Design keyin_scan, sky130hd; sources not shown.
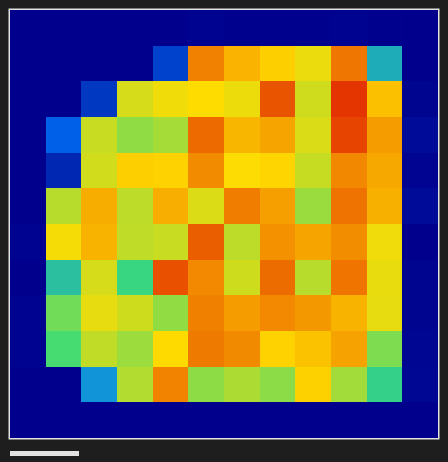
run_1/density.png
Scale bar: 20 um. The die is cut into 12 by 12 equal tiles; dark blue is low, red is high, 0 to 100% covered.
mean over tiles	47%
fullest tile	94%
emptiest ninth of the die	upper left
densest ninth of the die	centre
initial core utilization: 60.8%
final core area utilization: 69.2%

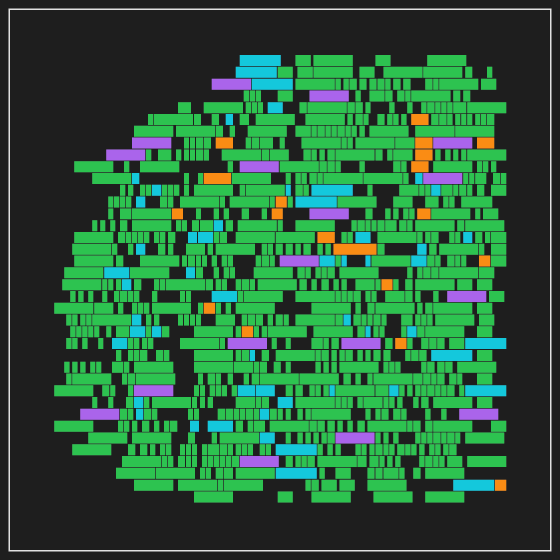
run_1/drive_strength.png
colour	size	cells	share
green	drive 1 or less	762	90%
cyan	drive 2	53	6.2%
orange	drive 3 to 4	19	2.2%
purple	drive 6 and up	17	2.0%
Non-Filler Cell Area, Final: 0.00746 mm^2
non-clock buffer count: 41

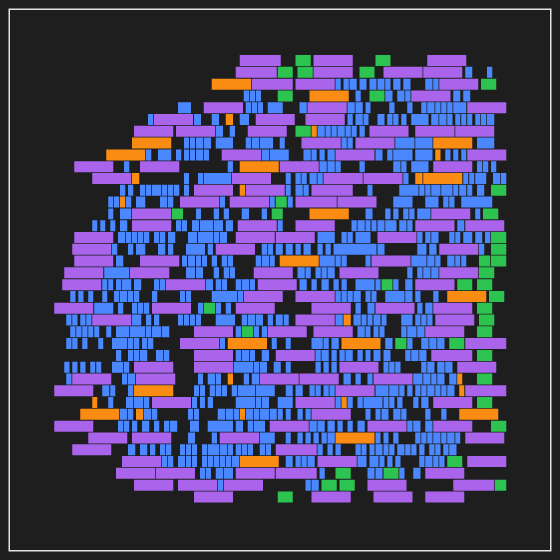
run_1/cell_classes.png
colour	class	cells
purple	flip-flops	132
blue	all other logic	646
orange	clock drivers and dummy loads	32
green	other buffers and delay cells	41
Site Rows: 38
register share of the cell area: 44.4%
floorplan core area: 0.0108 mm^2

==> out/results.md, run 1 <==
| Step | Result | This run |
|:---|:---|:---|
| layout | Cell kind with the greatest summed area | registers |
| layout | Multi-input combinational gate total | 570 |
| sta | Max-slew headroom | 48.0% |
| detailed routing | Overall routed net length | 15.9 mm |
| global routing | Maximum number of pins on one net before global-route repair | 64 |
| yosys | Synth Net Count | 824 |
| yosys | Largest cells by area | dfrtp_1 46%, nand2_1 17%, o21ai_0 4.6%, dfstp_2 4.4%, inv_1 3.9% |
| floorplan | Chip Area | 0.0155 mm^2 |
| worst setup path | CP max stage cell | inv_2 |
| cts | Clk sink count | 132 |
| yosys | Number of distinct standard cells referenced by the synthesized netlist | 39 |
| yosys | Most frequent cells after synthesis | 290 x nand2_1, 121 x dfrtp_1, 68 x inv_1 |
| power | Clock group share of total power | 41.7% |
| yosys | Number of synthesis warnings | 6 |
| global routing | Total global routing track utilization | 20.7% |
| layout | ANT cells | 0 |
| global routing | Global-route met2 utilization | 33.1% |
| cts | TritonCTS clock tree | built |
| yosys | Top-area cell share | 46.2% |
| layout | Growth of design area from synthesis to finish | 13.8% |
| global routing | Met3 demand-to-capacity share in global routing | 6.04% |
| power | Share of power burned in combinational logic | 12.7% |
| worst setup path | Worst setup path category | flop to flop |
| power | Sequential Power | 1280 uW |
| yosys | Count of library flops with an enable pin | 0 |
| sta | Max-slew violation total from the final report | 0 |
| detailed routing | Total routed wire length on the met1 layer | 6.58 mm |
| cts | CTS Buffer Depth | 2 |
| global routing | GRT met1 Usage | 25.7% |
| floorplan | Die height | 125 um |
| cts | Clock transition time at the flip-flop clock pins of the worst setup and hold paths | 0.05 ns |
| yosys | Basic Gates by Area | 28.0% |
| global routing | Vias in the first global route | 5510 |
| power | Group drawing the most power | sequential cells |
| placement | Post-detailed-placement cell area | 0.00698 mm^2 |
| sta | Final period util | 63.0% |
| worst setup path | Critical Path Sink Type | flop |
| detailed routing | Vias per Instance | 5.65 |
| yosys | Prevailing post-synth register cell | dfrtp_1 |
| yosys | Post-synthesis cell count | 802 |
| detailed routing | Met2 wire length | 7.73 mm |
| power | Cell-internal power | 2050 uW |
| hold path | Class of the most critical hold timing path | input port to async pin |
| detailed routing | Avg WL per Cell | 16.1 um |
| power | Power dissipated in the clock network | 1170 uW |
| sta | Worst hold slack across all endpoints | 0.120 ns |
| placement | Setup Slack @ Placement | 1.80 ns |
| worst setup path | Flop-to-flop setup slack | 1.65 ns |
| yosys | Mux cell area share after synthesis | 0% |
| yosys | Fraction of the yosys area taken by sequential cells | 50.6% |
| worst setup path | Count of buffering cells on the critical path with inverters included | 2 |
| yosys | Fraction of the mapped netlist area in adder cells | 2.79% |
| outcome | Status | finished clean |
| power | Portion of total power attributed to sequential cells | 45.7% |
| floorplan | Tap cells | 140 |
| layout | Flip-flop count of the largest register, all copies and words added | 64 |
| placement | Detailed placement HPWL | 10.6 mm |
| layout | Fraction of layout instances using a drive strength above 1 | 10.5% |
| detailed routing | Total DRC errors in the routed layout | 0 |
==> run 2, diff against run 1 <==
--- a/config.mk
+++ b/config.mk
@@ -6,14 +6,14 @@
 export NUM_CORES = 1
 export LEC_CHECK = 0
 export ABC_AREA = 1
-export ABC_CLOCK_PERIOD_IN_PS = 4460
+export ABC_CLOCK_PERIOD_IN_PS = 2400
 export CORE_MARGIN = 10
-export CORE_UTILIZATION = 60
+export CORE_UTILIZATION = 54
 export CTS_BUF_LIST = sky130_fd_sc_hd__clkbuf_16
 export CTS_CLUSTER_SIZE = 8
 export DETAILED_ROUTE_END_ITERATION = 8
 export GPL_ROUTABILITY_DRIVEN = 1
-export PLACE_DENSITY = 0.8
+export PLACE_DENSITY = 0.76
 export SLEW_MARGIN = 0
 export SYNTH_ARGS = -nofsm -noshare
 export SYNTH_HDL_FRONTEND = slang
==> constraint.sdc (replaced) <==
create_clock -name clk -period 2.4 [get_ports clk]
set_input_delay 0.24 -clock clk [delete_from_list [all_inputs] [get_ports clk]]
set_output_delay 0.24 -clock clk [all_outputs]
set_load 0.02 [all_outputs]
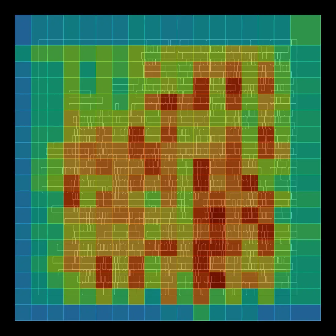
run_2/final_congestion.png
GRT met1 Usage: 25.0%
peak-usage layer in the global routing report: met2

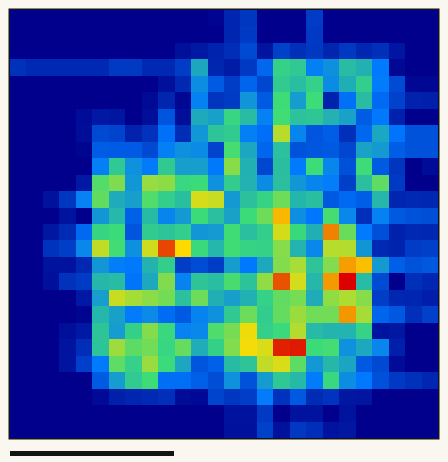
run_2/wire_density.png
Scale bar: 50 um. The die is cut into 26 by 26 equal tiles; dark blue is low, red is high, scaled to the fullest tile. Values are wire area over tile area, all layers added.
nearly empty tiles	30%
mean over tiles	0.15
fullest tile	0.71
tiles over half the peak	12%
total via count in the routed design: 5597
total global routing track utilization: 19.6%

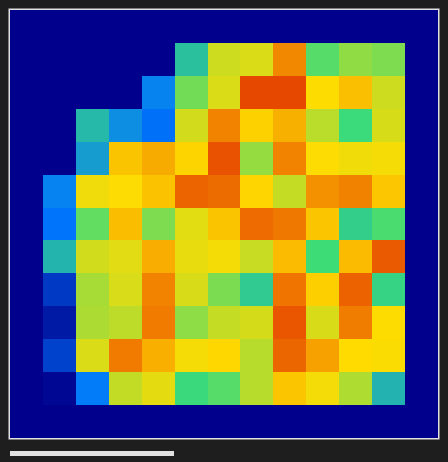
run_2/density.png
Scale bar: 50 um. The die is cut into 13 by 13 equal tiles; dark blue is low, red is high, 0 to 100% covered.
emptiest ninth of the die	upper left
densest ninth of the die	centre
mean over tiles	44%
floorplan core area: 0.0120 mm^2
final core area utilization: 63.9%
initial core utilization: 54.8%

==> run 2 against run 1 <==
Against the previous run:
- register-to-register slack worse by 1.4 ns
- clock power grew 110%
- first-iteration DRC count is 21% lower
==> out/results.md, run 2 <==
| Step | Result | This run |
|:---|:---|:---|
| floorplan | Chip Area | 0.0170 mm^2 |
| detailed routing | Vias per Instance | 5.54 |
| cts | Clk sink count | 132 |
| layout | Multi-input combinational gate total | 570 |
| yosys | Mux cell area share after synthesis | 0% |
| yosys | Post-synthesis cell count | 802 |
| placement | Detailed placement HPWL | 11.0 mm |
| yosys | Number of synthesis warnings | 6 |
| detailed routing | Overall routed net length | 15.6 mm |
| layout | Non-clock buffer count | 54 |
| power | Sequential Power | 2380 uW |
| worst setup path | CP max stage cell | clkdlybuf4s50_1 |
| sta | Max-slew headroom | 55.1% |
| worst setup path | Critical Path Sink Type | primary output |
| detailed routing | Met2 wire length | 7.32 mm |
| yosys | Basic Gates by Area | 28.0% |
| yosys | Fraction of the yosys area taken by sequential cells | 50.6% |
| layout | Growth of design area from synthesis to finish | 16.6% |
| placement | Setup Slack @ Placement | 0.237 ns |
| yosys | Top-area cell share | 46.2% |
| outcome | Status | finished clean |
| worst setup path | Worst setup path category | flop to primary output |
| layout | ANT cells | 0 |
| hold path | Class of the most critical hold timing path | input port to flop |
| global routing | Global-route met2 utilization | 31.1% |
| power | Portion of total power attributed to sequential cells | 43.5% |
| layout | Cell kind with the greatest summed area | registers |
| yosys | Most frequent cells after synthesis | 290 x nand2_1, 121 x dfrtp_1, 68 x inv_1 |
| global routing | Maximum number of pins on one net before global-route repair | 52 |
| yosys | Synth Net Count | 824 |
| worst setup path | Count of buffering cells on the critical path with inverters included | 2 |
| power | Power dissipated in the clock network | 2430 uW |
| yosys | Largest cells by area | dfrtp_1 46%, nand2_1 17%, o21ai_0 4.6%, dfstp_2 4.4%, inv_1 3.9% |
| global routing | Vias in the first global route | 5518 |
| sta | Final period util | 94.4% |
| yosys | Prevailing post-synth register cell | dfrtp_1 |
| power | Share of power burned in combinational logic | 12.0% |
| global routing | Met3 demand-to-capacity share in global routing | 4.42% |
| layout | Flip-flop count of the largest register, all copies and words added | 64 |
| power | Group drawing the most power | clock |
| floorplan | Site Rows | 40 |
| layout | Register share of the cell area | 43.4% |
| cts | TritonCTS clock tree | built |
| detailed routing | Avg WL per Cell | 15.4 um |
| worst setup path | Flop-to-flop setup slack | 0.23 ns |
| layout | Non-Filler Cell Area, Final | 0.00765 mm^2 |
| detailed routing | Total DRC errors in the routed layout | 0 |
Power and IR drop assume default switching activity.
